[src/rtl/rgb_decoder.sv]
// Two-stage decoder from 24-bit RGB words back to 3-bit colour codes, with valid/ready on both sides.
// Define RGB_DECODER_THRESHOLD_EN to snap non-exact words to the nearest code instead of zero.
module rgb_decoder #(
  parameter int CNT_W = 8
) (
  input  logic             clk,
  input  logic             rst_n,
  input  logic             enable,
  input  logic             in_valid,
  output logic             in_ready,
  input  logic [23:0]      rgb,
  output logic             out_valid,
  input  logic             out_ready,
  output logic [2:0]       colour,
  output logic             match,
  input  logic             clr,
  output logic [CNT_W-1:0] mismatch_cnt
);

  logic       advance;
  logic       live;
  logic       s1_valid;
  logic [2:0] s1_bit;
  logic [2:0] s1_ok;
  logic [2:0] ch_bit;
  logic [2:0] ch_ok;
  logic [2:0] colour_next;
  logic       match_next;

  // live keeps in_ready low while rst_n is asserted, since advance alone would be high then
  assign advance  = !out_valid || out_ready;
  assign in_ready = live && enable && advance;

  always_comb begin
    ch_bit = 3'b000;
    ch_ok  = 3'b000;
    for (int i = 0; i < 3; i++) begin
      ch_ok[i] = (rgb[8*i +: 8] == 8'h00) || (rgb[8*i +: 8] == 8'hFF);
`ifdef RGB_DECODER_THRESHOLD_EN
      ch_bit[i] = rgb[8*i + 7];
`else
      ch_bit[i] = (rgb[8*i +: 8] == 8'hFF);
`endif
    end
  end

  always_comb begin
    match_next = &s1_ok;
`ifdef RGB_DECODER_THRESHOLD_EN
    colour_next = s1_bit;
`else
    colour_next = match_next ? s1_bit : 3'b000;
`endif
  end

  // Both stages move together only when the output slot can take new data
  always_ff @(posedge clk or negedge rst_n) begin
    if (!rst_n) begin
      live      <= 1'b0;
      s1_valid  <= 1'b0;
      s1_bit    <= 3'b000;
      s1_ok     <= 3'b000;
      out_valid <= 1'b0;
      colour    <= 3'b000;
      match     <= 1'b0;
    end else begin
      live <= 1'b1;
      if (advance) begin
        s1_valid  <= in_valid && in_ready;
        s1_bit    <= ch_bit;
        s1_ok     <= ch_ok;
        out_valid <= s1_valid;
        colour    <= colour_next;
        match     <= match_next;
      end
    end
  end

  // Clear takes priority; the count sticks at all-ones rather than wrapping
  always_ff @(posedge clk or negedge rst_n) begin
    if (!rst_n) begin
      mismatch_cnt <= '0;
    end else if (clr) begin
      mismatch_cnt <= '0;
    end else if (out_valid && out_ready && !match && (mismatch_cnt != {CNT_W{1'b1}})) begin
      mismatch_cnt <= mismatch_cnt + 1'b1;
    end
  end

endmodule

[config.mk]
export PLATFORM = sky130hd
export DESIGN_NAME = rgb_decoder
export DESIGN_NICKNAME = d
export VERILOG_FILES = /design/src/rtl/rgb_decoder.sv
export SDC_FILE = /design/constraint.sdc
export NUM_CORES = 1
export LEC_CHECK = 0
export CORE_UTILIZATION = 38
export DETAILED_ROUTE_END_ITERATION = 12
export GPL_TIMING_DRIVEN = 0
export HOLD_SLACK_MARGIN = 0.05
export PLACE_DENSITY_LB_ADDON = 0.2
export SYNTH_ARGS = -nofsm -noshare
export SYNTH_HDL_FRONTEND = slang
export SYNTH_SLANG_ARGS = --single-unit
export TNS_END_PERCENT = 20
[constraint.sdc]
create_clock -name clk -period 1.42 [get_ports clk]
set_input_delay 0.284 -clock clk [delete_from_list [all_inputs] [get_ports clk]]
set_output_delay 0.284 -clock clk [all_outputs]
set_load 0.01 [all_outputs]
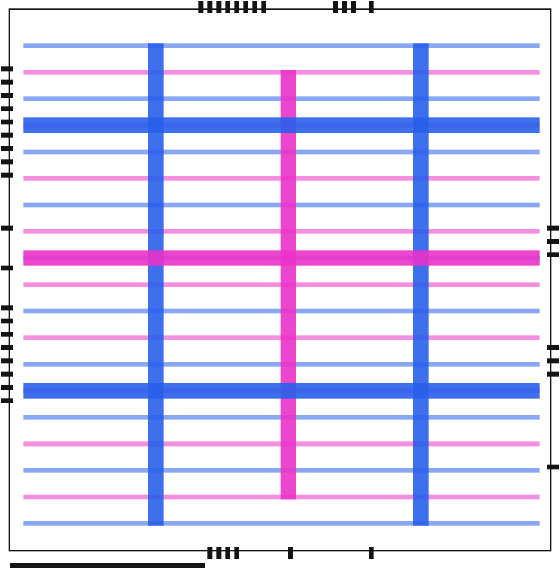
Fig. 1. Power grid.
Scale bar: 20 µm. Pins as bars on the die edge.
blue -> VSS
magenta -> VDD
met5 straps = 3
met4 straps = 3

==> CHANGELOG.md <==
## Flow update

* Status: finished, violations left
* Failing checks: negative setup slack
* Clock group share of total power at 26.6%
* Crit path kind: reg2out
* Internal Pwr Total at 0.833 mW
* Core ar. at 2590 µm²
* FP Util at 41.7%
* CP required at 1.14 ns
* Vias after detailed routing at 1115
* Post-Route Setup TNS at -0.124 ns
* Register area share after synthesis at 48.6%
* Critical path cell sequence: nand2b_1 > buf_8 > and3_4 > buf_6
* Area Overhead vs Synth at 58.4%
* Nets at 199
* # rows at 18
* Skew final at 0.0120 ns
* Post-synthesis cell count from yosys at 108
* Share of cells above drive strength 1 at 21.6%
* Avg Synthesized Cell Area at 10.0 µm²
* Clock root cell: clkbuf_4
* Clk sinks at 21
* Residual DRC count at 0
* Worst-Margin Slew at 0.908 ns
* YS chip area at 1080 µm²
* Total power at 1.11 mW
* HP Class: in2async
* Worst stage delay on the critical path at 0.41 ns
* Worst hold margin at 0.465 ns
* Post-synthesis cell count at 108
* Pwr dens at 650 nW/µm²
* Num CTS Buffers at 3
* Vias in the first global route at 1126
* Clk pwr at 0.296 mW
* Port Buffer Count at 43
* Crit path DAT at 1.19 ns
* 1st-pass router iterations at 4
* Syn Std Cell Area at 1080 µm²
* Leading power group: sequential cells
* Drt via density at 5.66
* Logic area at 582 µm²
* Setup violations, final at 3
* Post-synth top cells: dfrtp_1 (21), nand2_1 (10), nor4_1 (8), nand4_1 (6)
* Post-route setup slack at -0.0586 ns
* Placer Congestion at 0.784
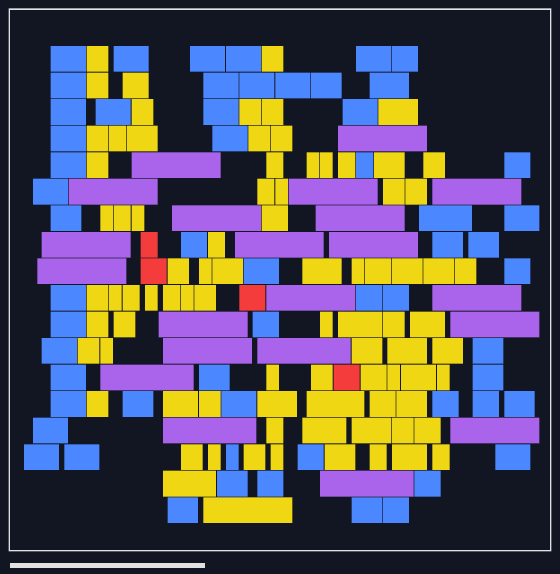
Fig. 2. Placement by cell class.
Scale bar: 20 µm.
blue -> other buffers and delay cells  # cells 58, share of their area 32%
red -> clock drivers and dummy loads  # cells 4, share of their area 1.6%
purple -> flops  # cells 21, share of their area 32%
yellow -> combinational and other logic  # cells 84, share of their area 35%

==> cell families (layout without fill, tap and decap cells) <==
family	count (synthesis)	count (layout)	synth area share (%)
AND-OR/OR-AND	19	19	12.6
adder cells (fa/ha/maj)	1	1	1.16
buffers and inverters	5	64	1.97
flip-flops	21	21	48.6
multiplexers	4	4	4.05
other	1	1	0.347
AND/OR/NAND/NOR	57	57	31.3
==> final cells by class <==
class | instances | share of cell area, %
Inverter | 2 | 0.438
Timing Repair Buffer | 55 | 29.4
Tap cell | 30 | 2.19
Multi-Input combinational cell | 82 | 34.0
Sequential cell | 21 | 31.0
Clock buffer | 3 | 1.31
Buffer | 3 | 1.39
Clock inverter | 1 | 0.292
==> state kept, by name, summed over array words and instances (netlist names) <==
register and cells:
colour 3, s1_ok 3, s1_bit 3, live 1, out_valid 1, s1_valid 1
mismatch_cnt 8, match 1
==> what timing repair did <==
item	4_1_cts	5_1_grt
pin swaps	3	4
hold buffers	0	0
resized	27	4
setup buffers	9	3
endpoints found under the setup margin	17	15
==> cell usage in the layout, fill, tap and decap left out, types with 2 or more instances in the layout <==
master and n:
clkdlybuf4s50_1 28, dfrtp_1 17, buf_4 13, dlygate4sd2_1 12, nand2_1 10, nor4_1 7
nand4_1 6, nor2b_1 5, o21ai_0 5, nand2b_1 4, nor2_1 4, dfrtp_2 4
nor3_1 3, clkbuf_4 3, and3_1 2, a211o_1 2, inv_1 2, a31oi_1 2
nand3b_1 2, mux2_1 2, nand3_1 2, a21o_1 2
==> worst reg2reg max path: cells and delay by family, from the launching register on <==
kind                       cells  cell delay [ns]
AOI/OAI and AO/OA              1             0.22
adders and majority gates      1             0.19
DFF                            1             0.46
muxes                          1             0.34
and+or+nand+nor                1             0.17
==> stage by stage <==
stage / cells / area (µm²) / utilization (%)
final: 197 / 1710 / 66.1
after global routing: 197 / 1710 / 66.1
after CTS: 194 / 1680 / 65.0
after detailed placement: 181 / 1580 / 60.9
after global placement: 181 / 1580 / 60.9
after floorplan: 108 / 1110 / -
==> metal layers <==
layer | global-route usage [%] | vias up | part of all wire, %
met5 | 0 | - | 0
met1 | 21.6 | 541 | 41
met2 | 36.3 | 42 | 53
met4 | 4.29 | 0 | 1.1
met3 | 4.22 | 4 | 5.2
li1 | - | 528 | -
==> worst paths after layout <==
kind | end | slack (ns) | depth (start not counted) | startpoint
worst max-delay path | in_ready | -0.06 | 4 | out_valid$_DFFE_PN0P_
min in group clk | out_valid$_DFFE_PN0P_ | 0.48 | 1 | s1_valid$_DFFE_PN0P_
worst min register to register | out_valid$_DFFE_PN0P_ | 0.48 | 1 | s1_valid$_DFFE_PN0P_
worst max register to register | mismatch_cnt[3]$_DFFE_PN0P_ | -0.05 | 4 | mismatch_cnt[1]$_DFFE_PN0P_
max in group asynchronous | mismatch_cnt[1]$_DFFE_PN0P_ | 0.33 | 1 | rst_n
worst min-delay path | mismatch_cnt[4]$_DFFE_PN0P_ | 0.46 | 1 | rst_n
Power figures rest on the tool's default switching activity, not on a simulated workload.
